**src/rtl/mc_ctrl_pkg.sv**
```systemverilog
// Shared definitions for the multicycle control unit: state encoding, opcode/funct
// constants, mux-select encodings and the per-state control word.
package mc_ctrl_pkg;

   typedef enum logic [3:0] {
      S_FETCH, S_DECODE, S_MEMADR, S_MEMRD, S_MEMWB, S_MEMWR, S_EXEC,
      S_ALUWB, S_IEXEC, S_IWB, S_BRANCH, S_JUMP, S_ILLEGAL
   } state_t;

   localparam logic [5:0] OP_RTYPE = 6'b000000;
   localparam logic [5:0] OP_LW    = 6'b100011;
   localparam logic [5:0] OP_SW    = 6'b101011;
   localparam logic [5:0] OP_BEQ   = 6'b000100;
   localparam logic [5:0] OP_BNE   = 6'b000101;
   localparam logic [5:0] OP_ADDI  = 6'b001000;
   localparam logic [5:0] OP_ORI   = 6'b001101;
   localparam logic [5:0] OP_J     = 6'b000010;

   localparam logic [5:0] FN_SLL = 6'b000000;
   localparam logic [5:0] FN_SRL = 6'b000010;

   localparam logic [1:0] SRCA_PC    = 2'b00;
   localparam logic [1:0] SRCA_A     = 2'b01;
   localparam logic [1:0] SRCA_SHAMT = 2'b10;

   localparam logic [1:0] SRCB_B    = 2'b00;
   localparam logic [1:0] SRCB_ONE  = 2'b01;
   localparam logic [1:0] SRCB_SIMM = 2'b10;
   localparam logic [1:0] SRCB_ZIMM = 2'b11;

   localparam logic [1:0] ALU_ADD   = 2'b00;
   localparam logic [1:0] ALU_SUB   = 2'b01;
   localparam logic [1:0] ALU_FUNCT = 2'b10;
   localparam logic [1:0] ALU_OR    = 2'b11;

   localparam logic [1:0] PC_ALURES = 2'b00;
   localparam logic [1:0] PC_ALUOUT = 2'b01;
   localparam logic [1:0] PC_JUMP   = 2'b10;

   // Gate bits (fetch_gate, br_en, retire_on_ready) mark outputs finished by live inputs.
   typedef struct packed {
      logic       mem_req;
      logic       iord;
      logic       mem_write;
      logic       reg_write;
      logic       reg_dst;
      logic       memto_reg;
      logic       fetch_gate;
      logic       br_en;
      logic       br_ne;
      logic       jump;
      logic       retire;
      logic       retire_on_ready;
      logic       illegal;
      logic [1:0] alu_src_a;
      logic [1:0] alu_src_b;
      logic [1:0] alu_op;
      logic [1:0] pc_src;
   } ctrl_t;

   function automatic ctrl_t state_ctrl(input state_t s, input logic shift,
                                        input logic ori, input logic bne);
      ctrl_t c;
      c = '0;
      case (s)
         S_FETCH:  begin c.mem_req = 1'b1; c.alu_src_b = SRCB_ONE; c.fetch_gate = 1'b1; end
         S_DECODE: c.alu_src_b = SRCB_SIMM;
         S_MEMADR: begin c.alu_src_a = SRCA_A; c.alu_src_b = SRCB_SIMM; end
         S_MEMRD:  begin c.mem_req = 1'b1; c.iord = 1'b1; end
         S_MEMWB:  begin c.reg_write = 1'b1; c.memto_reg = 1'b1; c.retire = 1'b1; end
         S_MEMWR:  begin
            c.mem_req = 1'b1; c.iord = 1'b1; c.mem_write = 1'b1; c.retire_on_ready = 1'b1;
         end
         S_EXEC:   begin
            c.alu_op    = ALU_FUNCT;
            c.alu_src_a = shift ? SRCA_SHAMT : SRCA_A;
            c.alu_src_b = SRCB_B;
         end
         S_ALUWB:  begin c.reg_write = 1'b1; c.reg_dst = 1'b1; c.retire = 1'b1; end
         S_IEXEC:  begin
            c.alu_src_a = SRCA_A;
            c.alu_src_b = ori ? SRCB_ZIMM : SRCB_SIMM;
            c.alu_op    = ori ? ALU_OR : ALU_ADD;
         end
         S_IWB:    begin c.reg_write = 1'b1; c.retire = 1'b1; end
         S_BRANCH: begin
            c.alu_src_a = SRCA_A; c.alu_op = ALU_SUB; c.pc_src = PC_ALUOUT;
            c.br_en = 1'b1; c.br_ne = bne; c.retire = 1'b1;
         end
         S_JUMP:    begin c.pc_src = PC_JUMP; c.jump = 1'b1; c.retire = 1'b1; end
         S_ILLEGAL: c.illegal = 1'b1;
         default:   c = '0;
      endcase
      return c;
   endfunction

endpackage

```
**src/rtl/mc_perf_cnt.sv**
```systemverilog
// Pair of free-running wrap-around event counters: index 0 counts cycles, index 1 retires.
module mc_perf_cnt #(
   parameter int CNT_W = 32
) (
   input  logic             clk,
   input  logic             rst,
   input  logic             cycle_en,
   input  logic             instr_en,
   output logic [CNT_W-1:0] cycle_cnt,
   output logic [CNT_W-1:0] instr_cnt
);

   logic [1:0] cnt_en;
   assign cnt_en = {instr_en, cycle_en};

   for (genvar gi = 0; gi < 2; gi++) begin : g_cnt
      logic [CNT_W-1:0] cnt_reg;
      always_ff @(posedge clk) begin
         if (rst)
            cnt_reg <= '0;
         else if (cnt_en[gi])
            cnt_reg <= cnt_reg + CNT_W'(1);
      end
   end

   assign cycle_cnt = g_cnt[0].cnt_reg;
   assign instr_cnt = g_cnt[1].cnt_reg;

endmodule

```
**src/rtl/mc_control_unit.sv**
```systemverilog
// Multicycle MIPS control FSM with memory-ready handshake and sticky illegal trap.
// Define MC_CTRL_PERF_EN to add the cycle_cnt/instr_cnt performance counters.
module mc_control_unit
   import mc_ctrl_pkg::*;
#(
   parameter int OPW   = 6,
   parameter int FNW   = 6,
   parameter int CNT_W = 32
) (
   input  logic           clk,
   input  logic           rst,
   input  logic [OPW-1:0] opcode,
   input  logic [FNW-1:0] func,
   input  logic           zero,
   input  logic           mem_ready,
   output logic           mem_req,
   output logic           IorD,
   output logic           IRWrite,
   output logic           MemWrite,
   output logic           RegWrite,
   output logic           RegDst,
   output logic           MemtoReg,
   output logic [1:0]     ALUSrcA,
   output logic [1:0]     ALUSrcB,
   output logic [1:0]     ALUOp,
   output logic [1:0]     PCSrc,
   output logic           pc_en,
   output logic           illegal,
   output logic           retire
`ifdef MC_CTRL_PERF_EN
   ,
   output logic [CNT_W-1:0] cycle_cnt,
   output logic [CNT_W-1:0] instr_cnt
`endif
);

   state_t state_reg, state_next;
   ctrl_t  ctrl_reg;

   logic is_rtype, is_lw, is_sw, is_beq, is_bne, is_addi, is_ori, is_j, is_shift;
   assign is_rtype = (opcode == OPW'(OP_RTYPE));
   assign is_lw    = (opcode == OPW'(OP_LW));
   assign is_sw    = (opcode == OPW'(OP_SW));
   assign is_beq   = (opcode == OPW'(OP_BEQ));
   assign is_bne   = (opcode == OPW'(OP_BNE));
   assign is_addi  = (opcode == OPW'(OP_ADDI));
   assign is_ori   = (opcode == OPW'(OP_ORI));
   assign is_j     = (opcode == OPW'(OP_J));
   assign is_shift = (func == FNW'(FN_SLL)) || (func == FNW'(FN_SRL));

   always_comb begin
      state_next = state_reg;
      case (state_reg)
         S_FETCH:  if (mem_ready) state_next = S_DECODE;
         S_DECODE: begin
            if (is_rtype)                state_next = S_EXEC;
            else if (is_addi || is_ori)  state_next = S_IEXEC;
            else if (is_lw || is_sw)     state_next = S_MEMADR;
            else if (is_beq || is_bne)   state_next = S_BRANCH;
            else if (is_j)               state_next = S_JUMP;
            else                         state_next = S_ILLEGAL;
         end
         S_MEMADR:  state_next = is_lw ? S_MEMRD : S_MEMWR;
         S_MEMRD:   if (mem_ready) state_next = S_MEMWB;
         S_MEMWR:   if (mem_ready) state_next = S_FETCH;
         S_EXEC:    state_next = S_ALUWB;
         S_IEXEC:   state_next = S_IWB;
         S_ILLEGAL: state_next = S_ILLEGAL;
         default:   state_next = S_FETCH;
      endcase
   end

   // The control word is computed for the state being entered, so every Moore
   // output comes straight from a flop; opcode/func are stable once IR is loaded.
   always_ff @(posedge clk) begin
      if (rst) begin
         state_reg <= S_FETCH;
         ctrl_reg  <= state_ctrl(S_FETCH, 1'b0, 1'b0, 1'b0);
      end else begin
         state_reg <= state_next;
         ctrl_reg  <= state_ctrl(state_next, is_shift, is_ori, is_bne);
      end
   end

   assign mem_req  = ctrl_reg.mem_req;
   assign IorD     = ctrl_reg.iord;
   assign MemWrite = ctrl_reg.mem_write;
   assign RegWrite = ctrl_reg.reg_write;
   assign RegDst   = ctrl_reg.reg_dst;
   assign MemtoReg = ctrl_reg.memto_reg;
   assign ALUSrcA  = ctrl_reg.alu_src_a;
   assign ALUSrcB  = ctrl_reg.alu_src_b;
   assign ALUOp    = ctrl_reg.alu_op;
   assign PCSrc    = ctrl_reg.pc_src;
   assign illegal  = ctrl_reg.illegal;
   assign IRWrite  = ctrl_reg.fetch_gate & mem_ready;
   assign pc_en    = (ctrl_reg.fetch_gate & mem_ready)
                   | (ctrl_reg.br_en & (zero ^ ctrl_reg.br_ne))
                   | ctrl_reg.jump;
   assign retire   = ctrl_reg.retire | (ctrl_reg.retire_on_ready & mem_ready);

`ifdef MC_CTRL_PERF_EN
   mc_perf_cnt #(.CNT_W(CNT_W)) u_perf_cnt (
      .clk       (clk),
      .rst       (rst),
      .cycle_en  (state_reg != S_ILLEGAL),
      .instr_en  (retire),
      .cycle_cnt (cycle_cnt),
      .instr_cnt (instr_cnt)
   );
`endif

endmodule

```
**config.mk**
```make
export PLATFORM = sky130hd
export DESIGN_NAME = mc_control_unit
export DESIGN_NICKNAME = d
export VERILOG_FILES = /design/src/rtl/mc_ctrl_pkg.sv /design/src/rtl/mc_perf_cnt.sv /design/src/rtl/mc_control_unit.sv
export SDC_FILE = /design/constraint.sdc
export NUM_CORES = 1
export LEC_CHECK = 0
export ABC_AREA = 1
export CAP_MARGIN = 20
export CORE_MARGIN = 2
export CORE_UTILIZATION = 25
export CTS_CLUSTER_DIAMETER = 60
export DETAILED_ROUTE_END_ITERATION = 8
export HOLD_SLACK_MARGIN = 0.06
export SLEW_MARGIN = 20
export SYNTH_ARGS = -nofsm -noshare
export SYNTH_HDL_FRONTEND = slang
export SYNTH_HIERARCHICAL = 1
export SYNTH_SLANG_ARGS = --single-unit
```
**constraint.sdc**
```tcl
create_clock -name clk -period 1.7 [get_ports clk]
set_input_delay 0.34 -clock clk [delete_from_list [all_inputs] [get_ports clk]]
set_output_delay 0.34 -clock clk [all_outputs]
set_load 0.02 [all_outputs]
```
==> impl_metrics.env <==
# yosys + openroad results
export IMPL_cap_violations=0
export IMPL_pg_seq_uw=599
export IMPL_status="complete, no violations"
export IMPL_nClkBuffers=4
export IMPL_final_area_um2=1820
export IMPL_flop_cell="dfxtp_1"
export IMPL_p_int_uw=947
export IMPL_ys_seq_share=0.364
export IMPL_buffers=51
export IMPL_syn_nets=190
export IMPL_path_cells="clkdlybuf4s50_1 -> o21a_1 -> a211o_1 -> buf_6"
export IMPL_yosysTopAreaCellShare=0.364
export IMPL_ys_sh_xor=0
export IMPL_hp_class="in -> reg"
export IMPL_cp_start_kind="input pin"
export IMPL_holdPathStages=3
export IMPL_tns_ns=0
export IMPL_cts_hold_buffers_added=0
export IMPL_largest_reg_flops=6
export IMPL_slew_headroom=0.808
==> path summary, 6_finish.rpt <==
check / startpoint / endpoint / slack [ns]
max reg2reg: state_reg[2]$_SDFF_PP0_ / ctrl_reg[9]$_SDFF_PP0_ / 0.16
max: zero / pc_en / 0.03
min: opcode[0] / ctrl_reg[12]$_SDFF_PP0_ / 0.58
min reg2reg: state_reg[1]$_SDFF_PP0_ / RegDst$_SDFF_PP0_ / 0.63
==> stage by stage <==
stage	hold slack, ns	setup WS, ns
floorplan	0.503	0.349
global placement	0.671	-0.367
detailed placement	0.665	-0.361
CTS	0.576	0.0325
global route	0.597	0.00433
finish	0.584	0.0342
==> layer usage <==
layer,share of wire,vias to the layer above
met5,0,-
met4,0.027,0
met3,0.027,5
met2,0.47,23
met1,0.47,535
li1,-,640
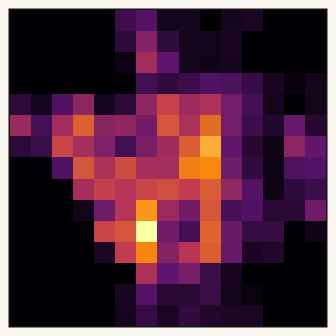
(images/metal_density.png)
15 x 15 tiles, from black (low) to pale yellow (high), scaled to the fullest tile. Values are wire area over tile area, all layers added.
nearly empty tiles: 35%
fullest tile: 0.44
emptiest ninth of the die: bottom left
densest ninth of the die: middle
mean over tiles: 0.080
vias post-DR: 1,203
final WL: 2.87 mm
WL/cell: 10.0 um
Total GRT Usage: 0.111

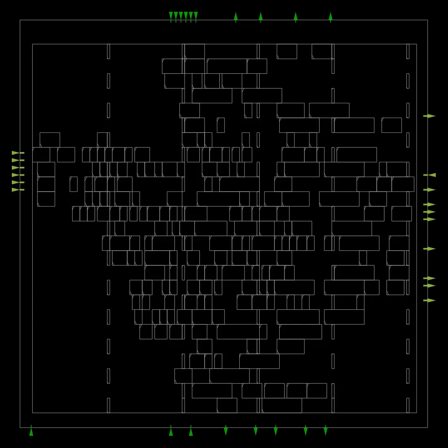
(images/placement.png)
flip-flops: 23
fillcell total: 529
CORE AREA: 4820 um^2
Finished Layout Cells: 287

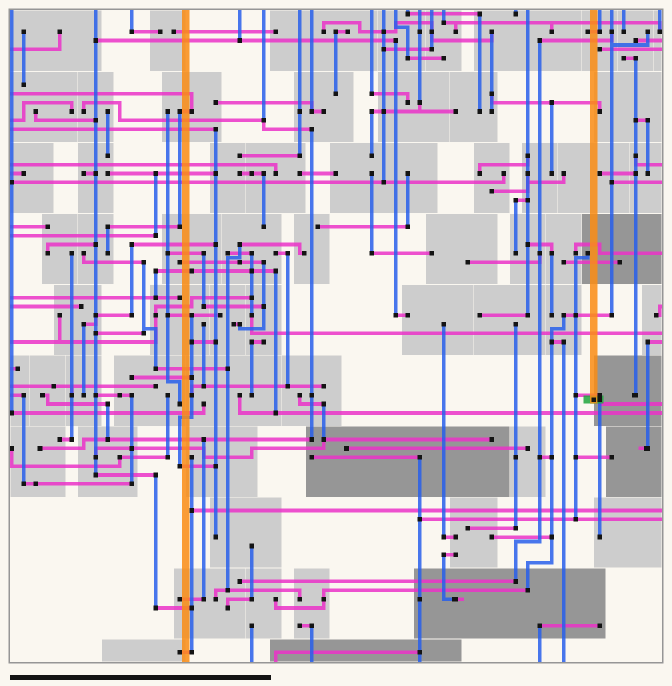
(images/detail.png)
Bar = 10 um. Window x 25 to 50, y 10 to 35 um. Cells in gray, sequential cells in the stronger gray; small squares are vias.
legend:
  blue:
    layer: metal 2
  green:
    layer: metal 3
  magenta:
    layer: metal 1
  orange:
    layer: metal 4
sequential cells in the window: 2
netlist names of flops here include: illegal (1), state_reg (1)
most frequent: nor2_1 (9), nand2_1 (8), buf_4 (8)
cells with their middle in the window: 57

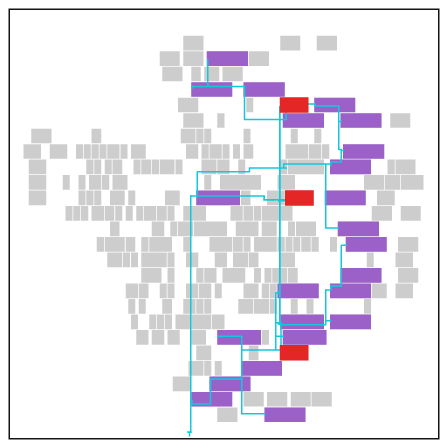
(images/clk_routes.png)
legend:
  red:
    item: clock drivers
    count: 3
  purple:
    item: flip-flops
    count: 23
  cyan:
    item: clock wires
    length: 291 um
routed clock nets: 4
clk pwr: 334 uW
Clock Power Share: 0.243
clock latency on the worst-skew pair: 0.26 ns
clk_skew: 0.000880 ns

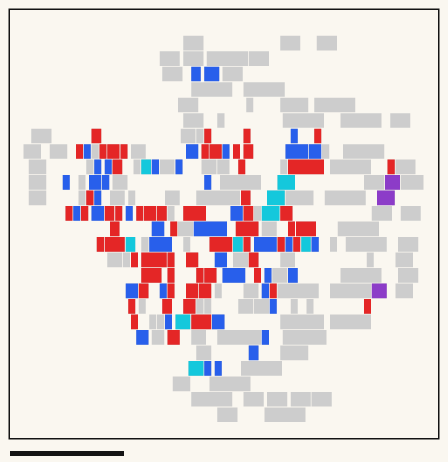
(images/logic_types.png)
Bar = 20 um.
legend:
  purple:
    family: AND-OR and OR-AND gates
    cells: 3
  blue:
    family: NOR gates
    cells: 42
  red:
    family: NAND gates
    cells: 61
  cyan:
    family: inverting AOI/OAI gates
    cells: 9
    where: middle
logic share of the area: 0.367
most frequent logic cell in the layout: nand2_1

No activity file was given, so power comes from the tool's default toggle rates.
